===== src/rtl/sba_pkg.sv =====
// Shared definitions for SBA bus infrastructure: bus widths, arbiter states
// and the read data returned when a transaction is terminated by the watchdog.
package sba_pkg;

    localparam int SBA_ADDR_W = 32;
    localparam int SBA_DATA_W = 32;
    localparam int SBA_WE_W   = 4;

    localparam logic [SBA_DATA_W-1:0] SBA_TIMEOUT_DATA = 32'hDEAD_BEEF;

    typedef enum logic [1:0] {
        IDLE = 2'd0,
        BUSY = 2'd1,
        GAP  = 2'd2
    } sba_state_t;

endpackage


===== src/rtl/rr_pick.sv =====
// Combinational round-robin picker: returns the first set request found by
// scanning upward from (last + 1) mod N with wrap-around.
module rr_pick #(
    parameter int N  = 2,
    parameter int IW = (N > 1) ? $clog2(N) : 1
) (
    input  logic [N-1:0]  req,
    input  logic [IW-1:0] last,
    output logic          valid,
    output logic [IW-1:0] idx
);

    logic [IW-1:0] cand;

    always_comb begin
        valid = 1'b0;
        idx   = '0;
        cand  = '0;
        // The last slot visited is 'last' itself, so it only wins when it is
        // the sole requester.
        for (int i = 1; i <= N; i++) begin
            cand = IW'((int'(last) + i) % N);
            if (!valid && req[cand]) begin
                valid = 1'b1;
                idx   = cand;
            end
        end
    end

endmodule


===== src/rtl/sba_arbiter.sv =====
// Round-robin arbiter sharing one SBA slave between NUM_MASTERS masters, with a
// mandatory release cycle after every transaction and an optional watchdog.
module sba_arbiter
    import sba_pkg::*;
#(
    parameter int                     NUM_MASTERS  = 2,
    parameter int                     TIMEOUT      = 255,
    parameter logic [SBA_DATA_W-1:0]  TIMEOUT_DATA = SBA_TIMEOUT_DATA
) (
    input  logic                              i_clk,
    input  logic                              i_rst_n,
    input  logic [NUM_MASTERS-1:0]            i_m_stb,
    input  logic [SBA_ADDR_W*NUM_MASTERS-1:0] i_m_addr,
    input  logic [SBA_WE_W*NUM_MASTERS-1:0]   i_m_we,
    input  logic [SBA_DATA_W*NUM_MASTERS-1:0] i_m_dat_w,
    output logic [NUM_MASTERS-1:0]            o_m_ack,
    output logic [SBA_DATA_W-1:0]             o_m_dat_r,
    output logic                              o_s_stb,
    output logic [SBA_ADDR_W-1:0]             o_s_addr,
    output logic [SBA_WE_W-1:0]               o_s_we,
    output logic [SBA_DATA_W-1:0]             o_s_dat_w,
    input  logic                              i_s_ack,
    input  logic [SBA_DATA_W-1:0]             i_s_dat_r,
    output logic [NUM_MASTERS-1:0]            o_gnt,
    output logic                              o_timeout
);

    localparam int IW = (NUM_MASTERS > 1) ? $clog2(NUM_MASTERS) : 1;
    localparam int CW = (TIMEOUT > 0) ? $clog2(TIMEOUT + 1) : 1;
    localparam logic [CW-1:0] TO_VAL = CW'(TIMEOUT);

    sba_state_t    state;
    sba_state_t    state_next;
    logic [IW-1:0] grant;
    logic [IW-1:0] last;
    logic [CW-1:0] cnt;

    logic          pick_valid;
    logic [IW-1:0] pick_idx;
    logic          timeout_hit;

    logic [SBA_ADDR_W-1:0] m_addr_a  [NUM_MASTERS];
    logic [SBA_WE_W-1:0]   m_we_a    [NUM_MASTERS];
    logic [SBA_DATA_W-1:0] m_dat_w_a [NUM_MASTERS];

    always_comb begin
        for (int k = 0; k < NUM_MASTERS; k++) begin
            m_addr_a[k]  = i_m_addr[SBA_ADDR_W*k +: SBA_ADDR_W];
            m_we_a[k]    = i_m_we[SBA_WE_W*k +: SBA_WE_W];
            m_dat_w_a[k] = i_m_dat_w[SBA_DATA_W*k +: SBA_DATA_W];
        end
    end

    rr_pick #(
        .N  (NUM_MASTERS),
        .IW (IW)
    ) u_pick (
        .req   (i_m_stb),
        .last  (last),
        .valid (pick_valid),
        .idx   (pick_idx)
    );

    assign timeout_hit = (TIMEOUT != 0) && (cnt == TO_VAL);

    always_ff @(posedge i_clk or negedge i_rst_n) begin
        if (!i_rst_n) begin
            state <= IDLE;
            grant <= '0;
            last  <= IW'(NUM_MASTERS - 1);
            cnt   <= '0;
        end else begin
            state <= state_next;
            case (state)
                IDLE: begin
                    if (pick_valid) begin
                        grant <= pick_idx;
                        cnt   <= '0;
                    end
                end
                BUSY: begin
                    if (state_next == GAP) begin
                        last <= grant;
                    end else if (cnt != TO_VAL) begin
                        cnt <= cnt + 1'b1;
                    end
                end
                default: ;
            endcase
        end
    end

    // Slave bus is only driven in BUSY; a real ack takes priority over abort
    // and over a watchdog expiry landing on the same cycle.
    always_comb begin
        state_next = state;
        o_gnt      = '0;
        o_m_ack    = '0;
        o_m_dat_r  = '0;
        o_s_stb    = 1'b0;
        o_s_addr   = '0;
        o_s_we     = '0;
        o_s_dat_w  = '0;
        o_timeout  = 1'b0;

        case (state)
            IDLE: begin
                if (pick_valid) begin
                    state_next = BUSY;
                end
            end
            BUSY: begin
                o_gnt[grant] = 1'b1;
                o_s_stb      = i_m_stb[grant];
                o_s_addr     = m_addr_a[grant];
                o_s_we       = m_we_a[grant];
                o_s_dat_w    = m_dat_w_a[grant];
                if (i_m_stb[grant] && i_s_ack) begin
                    o_m_ack[grant] = 1'b1;
                    o_m_dat_r      = i_s_dat_r;
                    state_next     = GAP;
                end else if (!i_m_stb[grant]) begin
                    state_next = GAP;
                end else if (timeout_hit) begin
                    o_m_ack[grant] = 1'b1;
                    o_m_dat_r      = TIMEOUT_DATA;
                    o_timeout      = 1'b1;
                    o_s_stb        = 1'b0;
                    state_next     = GAP;
                end
            end
            GAP: begin
                state_next = IDLE;
            end
            default: begin
                state_next = IDLE;
            end
        endcase
    end

endmodule


===== config.mk =====
export PLATFORM = sky130hd
export DESIGN_NAME = sba_arbiter
export DESIGN_NICKNAME = d
export VERILOG_FILES = /design/src/rtl/sba_pkg.sv /design/src/rtl/rr_pick.sv /design/src/rtl/sba_arbiter.sv
export SDC_FILE = /design/constraint.sdc
export NUM_CORES = 1
export LEC_CHECK = 0
export CORE_AREA = 5 5 105 107
export DETAILED_ROUTE_END_ITERATION = 12
export DIE_AREA = 0 0 110 112
export GPL_ROUTABILITY_DRIVEN = 0
export PLACE_DENSITY = 0.71
export SYNTH_ARGS = -nofsm -noshare
export SYNTH_HDL_FRONTEND = slang
export SYNTH_SLANG_ARGS = --single-unit

===== constraint.sdc =====
create_clock -name i_clk -period 4.21 [get_ports i_clk]
set_input_delay 0.421 -clock i_clk [delete_from_list [all_inputs] [get_ports i_clk]]
set_output_delay 0.421 -clock i_clk [all_outputs]
set_load 0.03 [all_outputs]

==> deck_impl_summary.md, run 1 <==
Implementation Results

Timing
  • Unrepaired setup endpoints after global routing: false
  • Setup ws final: approximately 0.85 ns
  • Least-Margin Pin Slew: 0.894 ns
  • Setup Viol. Count Final: 0
  • Cycle use final: ~80%
  • Setup_tns: 0 ns

Yosys
  • Commonest cells post-synth: 70 x nor2_1, 68 x mux2i_1, 26 x o21a_1, 11 x and3_1, 11 x dfrtp_1
  • Max-area cell share: around a third
  • Main synth FF type: dfrtp_1
  • Avg Cell Area, Syn: roughly 7.4 µm²
  • Cells after Synth: approximately 270
  • Area of the mapped netlist: 0.00197 mm²

Power and ir drop
  • P_int: 1.22 mW
  • Tot Pwr: between 2 and 3 mW
  • Switching share of power: between 50 and 60%
  • Clock power frac: 4.8%
  • Pleak: approximately 2.0 nW

Worst setup path
  • CP delay by family, top: buffers and inverters
  • Worst path buffer plus inverter count: 2
  • Critical path class: register to primary output
  • Worst r2r path cells: 4
  • Reg2reg start: grant$_DFFE_PN0P_
  • Cell depth of the worst setup path: 6
  • Crit path largest cell delay: 0.83 ns

CTS
  • CTS tree: done
  • Hold_buf cts: 0
  • Worst skew pair latency: ~0.24 ns
  • Setup Buffers After CTS: 0

Global routing
  • Total Routing Usage GR: between 15 and 20%
  • Top Usage Layer GRT: met2
  • Vias in the first global route: ~3000
  • First-pass GRT wire length: about 17 mm
  • Met1 usage in global routing: around 19%

Status
  • Status: finished, final reports clean

Route
  • Vias: ~3000
  • Met1 Routed Length: around 4 mm
  • Starting DRC count in detailed routing: around 100
  • DRT Pass-1 Iters: 5
  • ANT nets after route: 0
  • Remaining DRCs: 0

Floorplanning
  • Initial Util: 19.6%

Layout
  • Area growth syn-to-layout: 149%
  • Comb. cell area: 0.00155 mm²
  • Sequential cell area: slightly above 300 µm²
  • Antenna Diode Count: 0
  • Most numerous logic cells after layout: 278 x clkdlybuf4s50_1, 70 x nor2_1, 68 x mux2i_1
  • Layout cells sized above 1: 2.65%
  • Net count, final: between 700 and 800

Run
  • Number of OpenROAD warnings: 26
[run 1: power groups by stage]
stage	clock network (mW)	registers, mW	logic [mW]
2_1_floorplan	0	0.157	1.43
3_3_place_gp	0	0.250	2.26
3_5_place_dp	0	0.252	2.28
4_1_cts	0.131	0.250	2.28
5_1_grt	0.135	0.258	2.39
6_report	0.125	0.247	2.26
[run 1: worst max-delay path by stage]
stage	startpoint	endpoint	slack, ns
floorplan	grant$_DFFE_PN0P_	o_timeout	1.84
global placement	i_m_stb[0]	o_m_dat_r[2]	1.12
detailed placement	i_m_stb[1]	o_m_dat_r[2]	1.03
CTS	grant$_DFFE_PN0P_	o_m_dat_r[2]	0.80
global route	grant$_DFFE_PN0P_	o_m_dat_r[2]	0.64
finish	grant$_DFFE_PN0P_	o_m_dat_r[2]	0.85
[run 1: cells by family (layout without fill, tap and decap cells)]
logic type | Yosys count | in the layout | synth area share (%)
simple gates | 108 | 108 | 25.1
mux | 69 | 69 | 35.4
compound gates | 50 | 50 | 17.6
buf+inv | 25 | 288 | 5.86
flops | 12 | 12 | 15.3
fa+ha+maj | 1 | 1 | 0.636
[run 1: area by class of cell]
cell class                      count  share of cell area (%)
Sequential cell                    12                    6.23
Inverter                            2                   0.153
Timing Repair Buffer              282                    57.4
Multi-Input combinational cell    228                    31.6
Tap cell                          136                    3.47
Clock buffer                        4                    1.12
[run 1: per-stage QoR]
stage,hold slack [ns],utilization [%],instances
6_report,0.537,48.8,664
5_1_grt,0.567,48.8,664
4_1_cts,0.533,48.8,664
3_5_place_dp,0.523,48.3,660
3_3_place_gp,0.527,48.3,660
2_1_floorplan,0.125,-,265
[run 1: sequential cells by signal, summed over array words and instances (netlist names)]
register  count
cnt           8
state         2
grant         1
last          1
### A small window of the routed layout, run 1

Bar = 20 µm. Region (30, 53) to (80, 103) µm. Cells in gray, sequential cells in the stronger gray; small squares are vias.
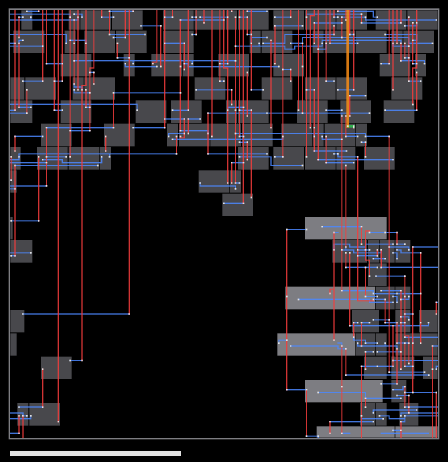
legend:
  metal 1:
    color: blue
  metal 4:
    color: orange
  metal 2:
    color: red
  metal 3:
    color: green
cells with their middle in the window: 102
most frequent: clkdlybuf4s50_1 (41), nor2_1 (20), mux2i_1 (15)
sequential cells in the window: 6
netlist names of flops here include: cnt (2), state (2)

### Met1 routing, run 1

Bar = 20 µm.
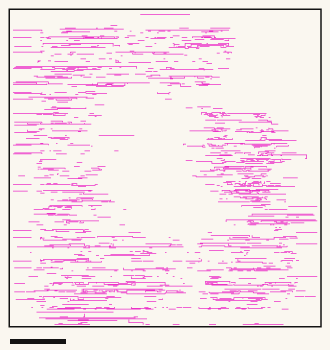
share of all routed wire: 37%
nets with wire on the layer: 605
wire length on this layer: 4040 µm

### Pin placement, run 1

Bar = 20 µm. Pins as bars across the die edge, other pins in gray.
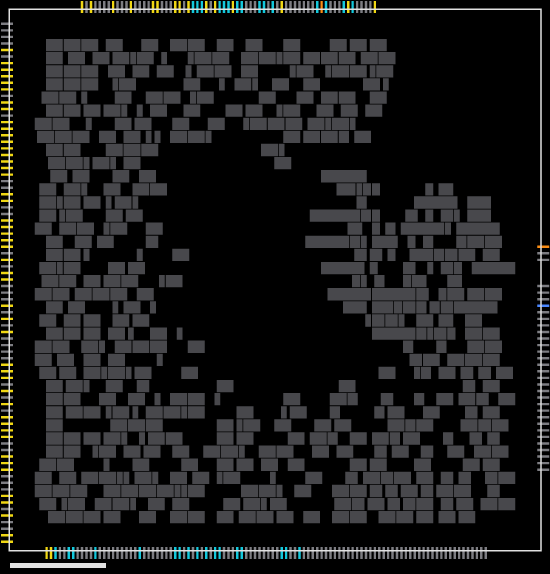
legend:
  o_timeout:
    color: blue
    pins: 1
    direction: output
    edge: right
  o_s_dat_w:
    color: cyan
    pins: 32
    direction: output
    edge: 17 bottom, 15 top
  i_m_addr:
    color: yellow
    pins: 64
    direction: input
    edge: 47 left, 15 top, 2 bottom
  i_m_stb:
    color: orange
    pins: 2
    direction: input
    edge: 1 top, 1 right
IO buf count: 278
Die Height: 112 µm
die width: 110 µm

### The clock network, run 1

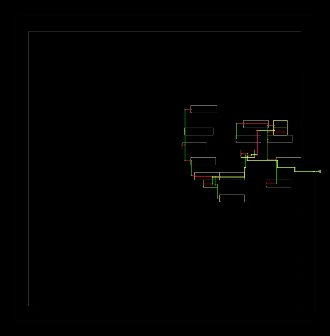
clock net sink count: 12
seq_cells: 12
final clock skew: 0.00368 ns

### Sequential cells colored by netlist name, run 1

Bar = 20 µm. Other sequential cells in the stronger gray, the rest of the logic in the fainter gray.
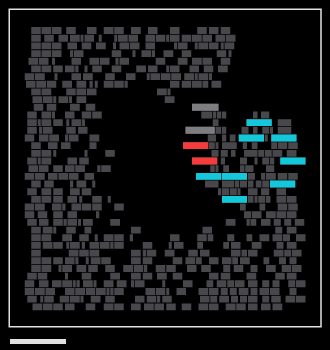

## Run 2: what changed since run 1
--- a/config.mk
+++ b/config.mk
@@ -5,11 +5,11 @@
 export SDC_FILE = /design/constraint.sdc
 export NUM_CORES = 1
 export LEC_CHECK = 0
-export CORE_AREA = 5 5 105 107
+export CORE_AREA = 5 5 106 108
 export DETAILED_ROUTE_END_ITERATION = 12
-export DIE_AREA = 0 0 110 112
+export DIE_AREA = 0 0 111 113
 export GPL_ROUTABILITY_DRIVEN = 0
-export PLACE_DENSITY = 0.71
+export PLACE_DENSITY = 0.7
 export SYNTH_ARGS = -nofsm -noshare
 export SYNTH_HDL_FRONTEND = slang
 export SYNTH_SLANG_ARGS = --single-unit
==> constraint.sdc (replaced) <==
create_clock -name i_clk -period 3.4 [get_ports i_clk]
set_input_delay 0.34 -clock i_clk [delete_from_list [all_inputs] [get_ports i_clk]]
set_output_delay 0.34 -clock i_clk [all_outputs]
set_load 0.03 [all_outputs]
### Sequential cells colored by netlist name, run 2

Bar = 20 µm. Other sequential cells in the stronger gray, the rest of the logic in the fainter gray.
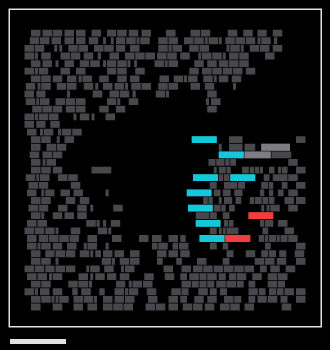
legend:
  state:
    color: red
    sequential_cells: 2
  cnt:
    color: cyan
    sequential_cells: 8
not colored: 2
sequential cell area: 305 µm²
Seq. pwr: 210 µW
final core occ: 48.8%
Seq/total area: 6.17%

==> run 2 against run 1 <==
Largest cell class unchanged. Final area is 0.97% higher. Sequential power is 15% lower. Routed wire length is 0.58% higher. Clock power is 25% higher. Hold slack worse by 0.079 ns. Final cell count is 0.45% higher. Utilization hardly changed. Setup slack worse by 0.17 ns. Area after synthesis stayed put. Sequential cell count stayed put.
==> deck_impl_summary.md, run 2 <==
Implementation Results

Floorplanning
  • Die Height: between 100 and 150 µm

Yosys
  • Max-area cell share: between 30 and 40%
  • Commonest cells post-synth: 70 x nor2_1, 68 x mux2i_1, 26 x o21a_1, 11 x and3_1, 11 x dfrtp_1
  • Avg Cell Area, Syn: about 7.4 µm²
  • Main synth FF type: dfrtp_1
  • Area of the mapped netlist: 0.00197 mm²
  • Cells after Synth: between 200 and 300

CTS
  • Hold_buf cts: 0
  • Setup Buffers After CTS: 0
  • CTS tree: done

Layout
  • Area growth syn-to-layout: 152%
  • Layout cells sized above 1: 3.20%
  • Layout Cells excl Fill: around 670
  • Comb. cell area: between 0.0015 and 0.002 mm²
  • Top reg by flops: cnt
  • Most numerous logic cells after layout: 278 x clkdlybuf4s50_1, 70 x nor2_1, 68 x mux2i_1
  • Antenna Diode Count: 0
  • Largest register FFs: 8

Route
  • ANT nets after route: 0
  • Starting DRC count in detailed routing: approximately 87
  • Remaining DRCs: 0
  • DRT Pass-1 Iters: 4
  • Vias: slightly below 3000

Global routing
  • Met1 usage in global routing: between 10% and 20%
  • Vias in the first global route: a little over 3000
  • Top Usage Layer GRT: met2

Worst setup path
  • Worst r2r path cells: 6
  • Critical path class: register to primary output
  • CP startpoint: cnt[0]$_DFFE_PN0P_
  • CP Capture Point: o_m_dat_r[28]
  • Reg2reg start: cnt[0]$_DFFE_PN0P_

Timing
  • Setup ws final: 0.676 ns
  • Hold slack: 0.458 ns
  • Unrepaired setup endpoints after global routing: false
  • Setup_tns: 0 ns
  • Final clock skew: 0.00233 ns

Status
  • Status: finished, final reports clean

Power and ir drop
  • Pleak: between 2 and 2.5 nW

Run
  • Number of OpenROAD warnings: 26

Placement
  • IO buf count: 278
  • Dpl cells: about 660
## run 2: worst min path at each step
stage | from | end | slack (ns) | cells after the start
2_1_floorplan | i_rst_n | cnt[0]$_DFFE_PN0P_ | 0.04 | 0
3_5_place_dp | cnt[6]$_DFFE_PN0P_ | cnt[6]$_DFFE_PN0P_ | 0.53 | 1
4_1_cts | i_rst_n | state[1]$_DFF_PN0_ | 0.48 | 1
6_report | i_rst_n | state[1]$_DFF_PN0_ | 0.46 | 1
3_3_place_gp | cnt[6]$_DFFE_PN0P_ | cnt[6]$_DFFE_PN0P_ | 0.53 | 1
5_1_grt | i_rst_n | cnt[6]$_DFFE_PN0P_ | 0.53 | 1
## run 2: cell families (layout without fill, tap and decap cells)
kind of cell,after synthesis,in the layout,synth area share [%]
multiplexers,69,69,35.4
flip-flops,12,12,15.3
buffers and inverters,25,291,5.86
AND/OR/NAND/NOR,108,108,25.1
adder cells (fa/ha/maj),1,1,0.636
AND-OR/OR-AND,50,50,17.6
## run 2: power breakdown
part           total [mW]  internal (mW)  switching, mW
Combinational        2.94           1.27           1.67
Sequential          0.210          0.180         0.0301
Clock               0.156          0.102         0.0533
Total                3.31           1.55           1.75
## run 2: routing by layer
layer	vias up	part of all wire (%)
met4	0	1.3
met5	-	0
li1	1482	-
met3	14	7.4
met1	1316	36
met2	126	55
## run 2: area by class of cell
type                    instances  area share [%]
multi-input cells             228            31.3
inverters                       2           0.152
repair buffers                285            57.8
well taps                     136            3.44
clock buffers                   4            1.11
flip-flops and latches         12            6.17
## run 2: worst max-delay path, stage by stage, from the launching register on
cell	delay [ns]
dfrtp_1	0.41
ha_1	0.24
nand3_1	0.10
o21a_1	0.21
nor2_2	0.08
buf_4	0.24
o21a_1	0.16
clkdlybuf4s50_1	0.68
### Pin placement, run 2

Bar = 20 µm. Pins as bars across the die edge, other pins in gray.
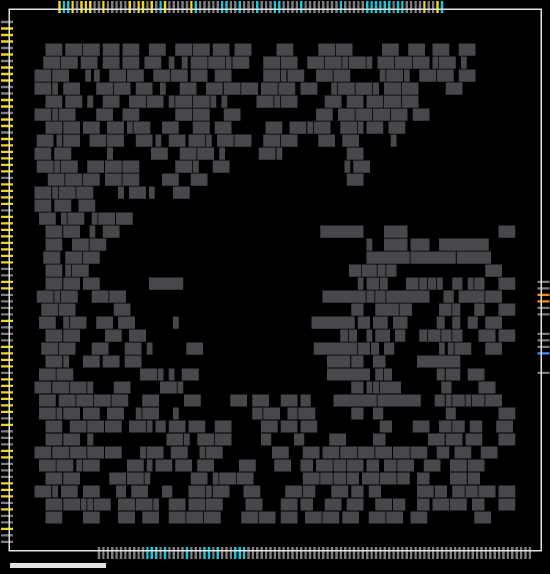

## Run 3: what changed since run 2
==> constraint.sdc (replaced) <==
create_clock -name i_clk -period 2.58 [get_ports i_clk]
set_input_delay 0.258 -clock i_clk [delete_from_list [all_inputs] [get_ports i_clk]]
set_output_delay 0.258 -clock i_clk [all_outputs]
set_load 0.03 [all_outputs]
### Pin placement, run 3

Bar = 20 µm. Pins as bars across the die edge, other pins in gray.
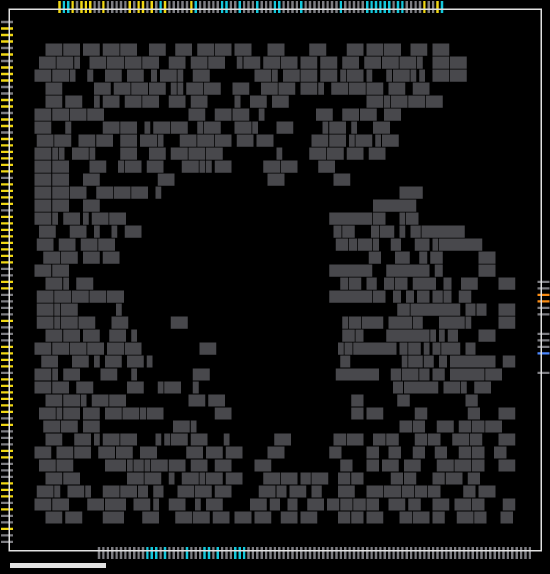
legend:
  o_timeout:
    color: blue
    pins: 1
    direction: output
    edge: right
  i_m_addr:
    color: yellow
    pins: 64
    direction: input
    edge: 50 left, 14 top
  i_m_stb:
    color: orange
    pins: 2
    direction: input
    edge: right
  o_s_dat_w:
    color: cyan
    pins: 32
    direction: output
    edge: 21 top, 11 bottom
all pins by edge: 99 bottom, 88 top, 81 left, 11 right
die width: 111 µm
Die Height: 113 µm

==> run 3 against run 2 <==
Routed wire length shrank 2.4%. Clock power grew 17%. Clock skew grew 0.0046 ns. Critical path type is now input pin to primary output. Sequential share of layout area grew 0.073 points. Final cell count grew 0.15%. Critical path depth shrank 2. Largest cell class unchanged. Die area is the same. First-iteration DRC count grew 3.4%. Sequential power grew 32%. Sequential cell count is the same. Highest routed layer unchanged. Utilization shrank 0.57 points.
==> deck_impl_summary.md, run 3 <==
Implementation Results

Worst setup path
  • Reg2reg start: cnt[0]$_DFFE_PN0P_
  • Worst r2r path cells: 6
  • Worst path buffer plus inverter count: 2
  • Crit-path cells: clkdlybuf4s50_1 -> mux2_4 -> and2_1 -> and3_1 -> clkdlybuf4s50_1
  • Crit path largest cell delay: approximately 0.67 ns

Yosys
  • Commonest cells post-synth: 70 x nor2_1, 68 x mux2i_1, 26 x o21a_1, 11 x and3_1, 11 x dfrtp_1
  • Top logic family: multiplexers
  • Post-Synth AOI/OAI Area: between 10% and 20%
  • Cells after Synth: about 270
  • MUX area fraction: 35.4%
  • Main synth FF type: dfrtp_1

Layout
  • Largest register FFs: 8
  • Layout cells sized above 1: 7.89%
  • Antenna Diode Count: 0

Route
  • Starting DRC count in detailed routing: 90
  • DRT Pass-1 Iters: 4

Timing
  • Hold slack: 0.377 ns
  • Setup Viol. Count Final: 0
  • Setup_tns: 0 ns
  • Unrepaired setup endpoints after global routing: false
  • Least-Margin Pin Slew: about 0.57 ns
  • Setup ws final: between 0.1 and 0.15 ns

Floorplanning
  • Initial Util: about a fifth

Power and ir drop
  • NetSw: ~2.3 mW
  • Tot Pwr: 4.31 mW
  • Pleak: between 2 and 2.5 nW
  • Comb power frac: about nine tenths

CTS
  • Hold_buf cts: 0
  • CTS tree: done

Global routing
  • Vias in the first global route: a little over 3000
  • Total Routing Usage GR: between 10% and 20%

Placement
  • Dpl cells: around 660

Run
  • Number of OpenROAD warnings: 26

Status
  • Status: finished, final reports clean
run 3: cell counts after synthesis:
No cell type changed its count.
run 3: per-stage QoR:
| step | utilization (%) | instance area [µm²] |
|---|---|---|
| 6_report | 48.3 | 4890 |
| 5_1_grt | 48.3 | 4890 |
| 4_1_cts | 48.2 | 4880 |
| 3_5_place_dp | 47.7 | 4840 |
| 3_3_place_gp | 47.7 | 4840 |
| 2_1_floorplan | - | 1970 |
run 3: power by group through the flow:
stage / sequential (mW) / combinational, mW / clock (mW)
floorplan: 0.256 / 2.33 / 0
global placement: 0.279 / 3.87 / 0
detailed placement: 0.280 / 3.89 / 0
CTS: 0.278 / 3.90 / 0.187
global route: 0.283 / 4.08 / 0.195
finish: 0.278 / 3.85 / 0.183
run 3: kinds of logic (layout without fill, tap and decap cells):
group,after synthesis,after routing
fa+ha+maj,1,1
flops,12,12
buf+inv,25,292
compound gates,50,50
mux,69,69
simple gates,108,108
run 3: final cells by class:
| type | instances | area, µm² |
|---|---|---|
| multi-input combinational | 228 | 1550 |
| timing repair buffer | 286 | 2810 |
| tap | 136 | 170 |
| sequential | 12 | 305 |
| fill | 951 | 5250 |
| clock buffer | 4 | 45.0 |
| inverter | 2 | 7.51 |
run 3: metal layers:
metal,vias up,GRT usage [%],share of wire [%]
li1,1488,-,-
met3,21,3.21,5.7
met5,-,0,0
met4,0,3.94,2.1
met1,1317,17.7,39
met2,117,30.7,54
run 3: timing repair:
| action | CTS | global route |
|---|---|---|
| buffers inserted | 0 | 0 |
| gates resized | 0 | 3 |
| setup endpoints to repair | 0 | 3 |
| endpoints found under the hold margin | 0 | 0 |
Power figures rest on the tool's default switching activity, not on a simulated workload.
